`src/rtl/vga_scanout.sv`:
```
// VGA raster timing generator with an internal pixel-clock divider.
// Emits lookup coordinates and registers the returned colour plus syncs one pixel period later.
module vga_scanout #(
   parameter int CLK_DIV     = 4,
   parameter int FETCH_LAT   = 2,
   parameter int H_VISIBLE   = 640,
   parameter int H_FRONT     = 16,
   parameter int H_SYNC      = 96,
   parameter int H_BACK      = 48,
   parameter int V_VISIBLE   = 480,
   parameter int V_FRONT     = 10,
   parameter int V_SYNC      = 2,
   parameter int V_BACK      = 33,
   parameter bit SYNC_ACTIVE = 1'b0
) (
   input  logic        clk,
   input  logic        rst_n,
   output logic [9:0]  pixel_x,
   output logic [9:0]  pixel_y,
   input  logic [11:0] pixel,
   output logic [3:0]  vga_r,
   output logic [3:0]  vga_g,
   output logic [3:0]  vga_b,
   output logic        vga_hs,
   output logic        vga_vs,
   output logic        frame_start,
   output logic        vblank
);

   localparam int H_TOTAL  = H_VISIBLE + H_FRONT + H_SYNC + H_BACK;
   localparam int V_TOTAL  = V_VISIBLE + V_FRONT + V_SYNC + V_BACK;
   localparam int HS_START = H_VISIBLE + H_FRONT;
   localparam int HS_END   = HS_START + H_SYNC;
   localparam int VS_START = V_VISIBLE + V_FRONT;
   localparam int VS_END   = VS_START + V_SYNC;
   localparam int DIV_W    = (CLK_DIV > 1) ? $clog2(CLK_DIV) : 1;

   // The pixel must settle before the sampling tick, so the divider has to outlast the fetch.
   if (CLK_DIV <= FETCH_LAT) begin : g_bad_div
      $error("vga_scanout: CLK_DIV must exceed FETCH_LAT");
   end

   logic [DIV_W-1:0] div;
   logic [9:0]       h_cnt;
   logic [9:0]       v_cnt;
   logic [9:0]       v_next;
   logic             tick;
   logic             h_wrap;
   logic             v_wrap;
   logic             visible;
   logic             h_sync_zone;
   logic             v_sync_zone;

   assign tick        = (div == DIV_W'(CLK_DIV - 1));
   assign h_wrap      = (h_cnt == 10'(H_TOTAL - 1));
   assign v_wrap      = (v_cnt == 10'(V_TOTAL - 1));
   assign visible     = (h_cnt < 10'(H_VISIBLE)) && (v_cnt < 10'(V_VISIBLE));
   assign h_sync_zone = (h_cnt >= 10'(HS_START)) && (h_cnt < 10'(HS_END));
   assign v_sync_zone = (v_cnt >= 10'(VS_START)) && (v_cnt < 10'(VS_END));
   assign pixel_x     = h_cnt;
   assign pixel_y     = v_cnt;

   always_comb begin
      v_next = v_cnt;
      if (h_wrap) begin
         v_next = v_wrap ? 10'd0 : v_cnt + 10'd1;
      end
   end

   always_ff @(posedge clk or negedge rst_n) begin
      if (!rst_n) begin
         div   <= '0;
         h_cnt <= '0;
         v_cnt <= '0;
      end else begin
         div <= tick ? '0 : div + DIV_W'(1);
         if (tick) begin
            h_cnt <= h_wrap ? 10'd0 : h_cnt + 10'd1;
            v_cnt <= v_next;
         end
      end
   end

   // Video outputs describe the period just ending, so they trail the coordinates by one pixel.
   always_ff @(posedge clk or negedge rst_n) begin
      if (!rst_n) begin
         vga_r       <= 4'h0;
         vga_g       <= 4'h0;
         vga_b       <= 4'h0;
         vga_hs      <= ~SYNC_ACTIVE;
         vga_vs      <= ~SYNC_ACTIVE;
         vblank      <= 1'b0;
         frame_start <= 1'b0;
      end else begin
         frame_start <= tick && h_wrap && v_wrap;
         if (tick) begin
            vga_r  <= visible ? pixel[11:8] : 4'h0;
            vga_g  <= visible ? pixel[7:4]  : 4'h0;
            vga_b  <= visible ? pixel[3:0]  : 4'h0;
            vga_hs <= h_sync_zone ? SYNC_ACTIVE : ~SYNC_ACTIVE;
            vga_vs <= v_sync_zone ? SYNC_ACTIVE : ~SYNC_ACTIVE;
            vblank <= (v_next >= 10'(V_VISIBLE));
         end
      end
   end

endmodule

```
`config.mk`:
```
export PLATFORM = sky130hd
export DESIGN_NAME = vga_scanout
export DESIGN_NICKNAME = d
export VERILOG_FILES = /design/src/rtl/vga_scanout.sv
export SDC_FILE = /design/constraint.sdc
export NUM_CORES = 1
export LEC_CHECK = 0
export ABC_CLOCK_PERIOD_IN_PS = 2400
export CORE_MARGIN = 2
export CORE_UTILIZATION = 46
export DETAILED_ROUTE_END_ITERATION = 10
export PLACE_DENSITY = 0.82
export SETUP_SLACK_MARGIN = 0.1
export SLEW_MARGIN = 5
export SYNTH_ARGS = -nofsm -noshare
export SYNTH_HDL_FRONTEND = slang
export SYNTH_SLANG_ARGS = --single-unit
```
`constraint.sdc`:
```
create_clock -name clk -period 2.4 [get_ports clk]
set_input_delay 0.48 -clock clk [delete_from_list [all_inputs] [get_ports clk]]
set_output_delay 0.48 -clock clk [all_outputs]
set_load 0.005 [all_outputs]
```
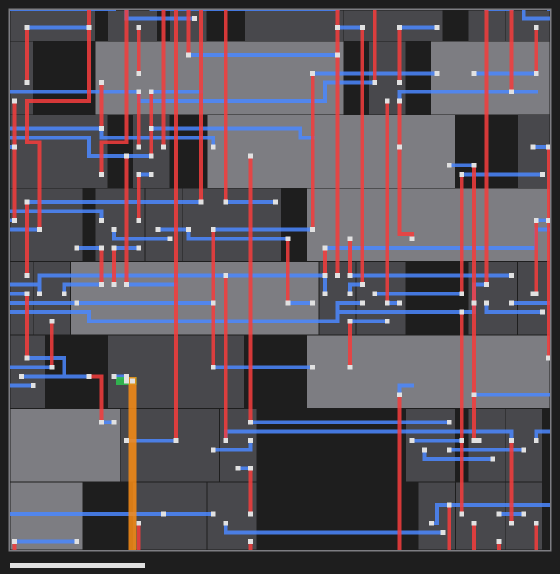
(images/detail.png)
Scale bar: 5 um. Region (41, 41) to (61, 61) um. Cells in grey, sequential cells in the stronger grey; small squares are vias.
Green shows metal 3. Orange shows metal 4. Red shows metal 2. Blue shows metal 1.
Most frequent: nand2_1 (8), o21ai_0 (6), inv_1 (6). Sequential cells in the window: 5. Netlist names of flops here include vga_b (2), vga_g (2). 31 logic cells have their middle in the window.

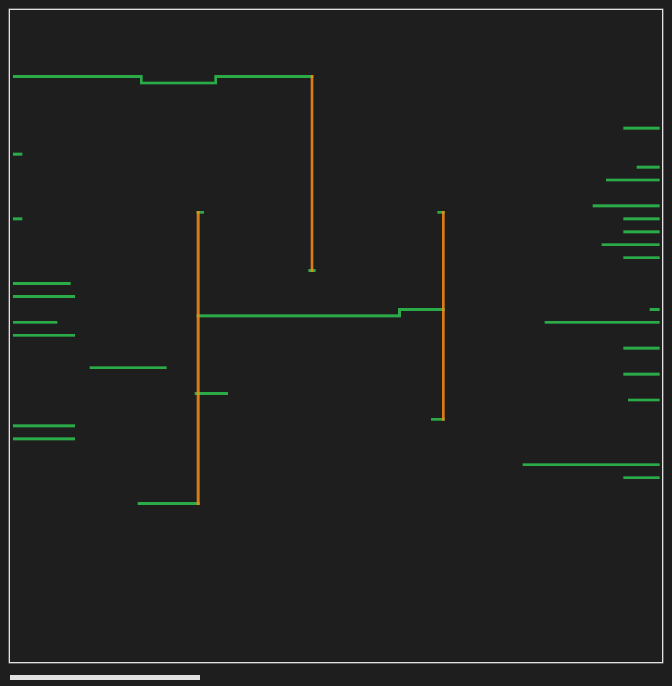
(images/wires.png)
Scale bar: 20 um. Only two layers are drawn.
Green shows metal 3, wire length 189 um. Orange shows metal 4, wire length 72.8 um.
Vias: 1604
drt total wl: 4250 um
detail-routed net length per standard cell: 13.9 um
overall global routing resource usage: 19.6%

==> results_slide.txt <==
Run Summary

Run status
  – Outcome: complete, no violations

Place
  – GP Congestion: 0.891
  – PortBufs: 49

CTS
  – H-tree depth: 2
  – Num CTS Buffers: 5
  – Clock Tree Buf Depth: 2
  – Worst-path clk slew: 0.08 ns

Flow run
  – Tool warnings: 29
  – Max_cap viols: 0

Yosys
  – Number of enable flip-flop cells: 0
  – Syn Nets: 219
  – Flops after synth: 38
  – Gate Count Post-Synth: 200
  – Max-area cell share: 47.0%
  – Cell area leaders: dfrtp_1, o21ai_0, nand2_1
  – Commonest cells in the netlist: dfrtp_1, nand2_1, o21ai_0
  – Top comb family, area: simple AND/OR/NAND/NOR gates

STA
  – Max frequency: 527 MHz
  – Final Hold Vio Count: 0
  – Worst setup margin: 0.503 ns
  – Worst slew margin: 43.5%
  – Setup_tns: 0 ns

Layout
  – Fin util: 64.0%
  – Final cell count without fillers: 305

Worst setup path
  – CP arrival: 2.09 ns
  – Critical Path Fanout Max: 6
  – Critical path class: reg -> reg
  – Worst r2r dst: vblank
  – Reg2Reg Depth: 6

Floorplan
  – Die height: 68.5 um
  – Row Count: 23
  – Init Core Util: 47.9%
  – Area of the core: 4000 um^2

Global routing
  – Vias in the first global route: 1419
  – Largest net degree at the start of global routing: 39

Min path
  – Hold Path Class: in -> async

Power and ir drop
  – Pwr Density: 459 nW/um^2
  – Worst IR drop on VDD: 0.325 mV
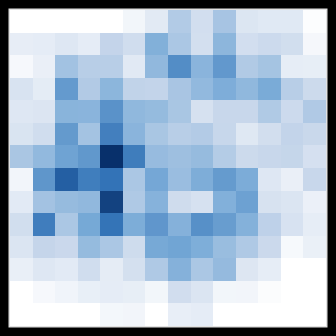
(images/metal_density.png)
The die is cut into 14 by 14 equal tiles; white is low, dark blue is high, scaled to the fullest tile. Values are wire area over tile area, all layers added.
The fullest tile reaches 0.52. 13% of the tiles are over half the peak. The densest ninth of the die: middle left. 11% of the tiles are nearly empty.

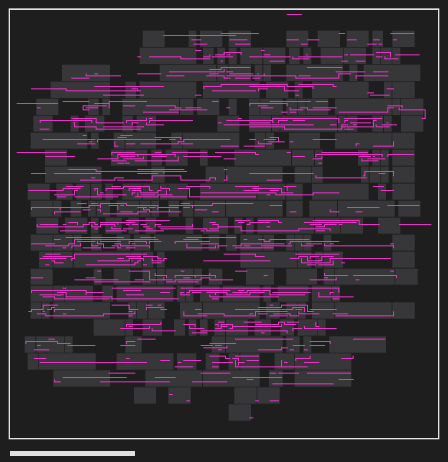
(images/layer_met1.png)
Scale bar: 20 um. Cells faint in the background.
The layer carries 2010 um of wire. The wires run mostly horizontal. 238 nets have wire on it.
met1 GRT Util: 27.6%

cell type report:
| type | count | area [um^2] | area share, % |
|---|---|---|---|
| multi-input cells | 138 | 868 | 33.9 |
| repair buffers | 52 | 508 | 19.9 |
| clock inverters | 2 | 12.5 | 0.489 |
| well taps | 50 | 62.6 | 2.44 |
| inverters | 19 | 71.3 | 2.79 |
| flip-flops and latches | 38 | 953 | 37.3 |
| clock buffers | 6 | 82.6 | 3.23 |
critical path: stages, from the launching register on:
cell and delay, ns:
dfrtp_1 0.42, ha_1 0.23, and3_4 0.22, and3_4 0.20, a21boi_1 0.31, o21ai_1 0.14
o311ai_1 0.29
metal layers:
metal,up-vias,wire length [um],GRT usage [%]
met5,-,0,0
met1,771,2010,27.6
met3,8,188,4.71
met2,34,1980,29.1
met4,0,72,8.00
li1,791,-,-
report_power, final:
part	internal, uW	switching, uW	total [uW]
registers	650	4.83	655
clock network	231	226	456
logic	37.8	24.1	61.8
total	919	254	1170
how the worst max path moves through the flow:
stage	slack [ns]	cells past startpoint	end	startpoint
final	0.50	6	vblank	pixel_x[0]
after global routing	0.39	6	vblank	pixel_x[0]
after CTS	0.50	6	vblank	pixel_x[0]
after detailed placement	0.52	6	vblank	pixel_x[0]
after global placement	0.60	6	vblank	pixel_x[0]
after floorplan	0.69	6	vblank	pixel_x[0]
cells in the final DEF, fill, tap and decap left out, drive strengths merged, types with 7 or more instances in the layout:
cell and n:
dfrtp 36, nor2 13, nand3 7, o21ai 26, inv 19, clkdlybuf4s50 48, xnor2 8, nand2 28
and3 7
sequential cells by signal, summed over array words and instances (netlist names):
register	cells
pixel_x	10
pixel_y	10
vga_b	4
vga_g	4
vga_r	4
div	2
frame_start	1
vblank	1
vga_hs	1
vga_vs	1
Power figures rest on the tool's default switching activity, not on a simulated workload.
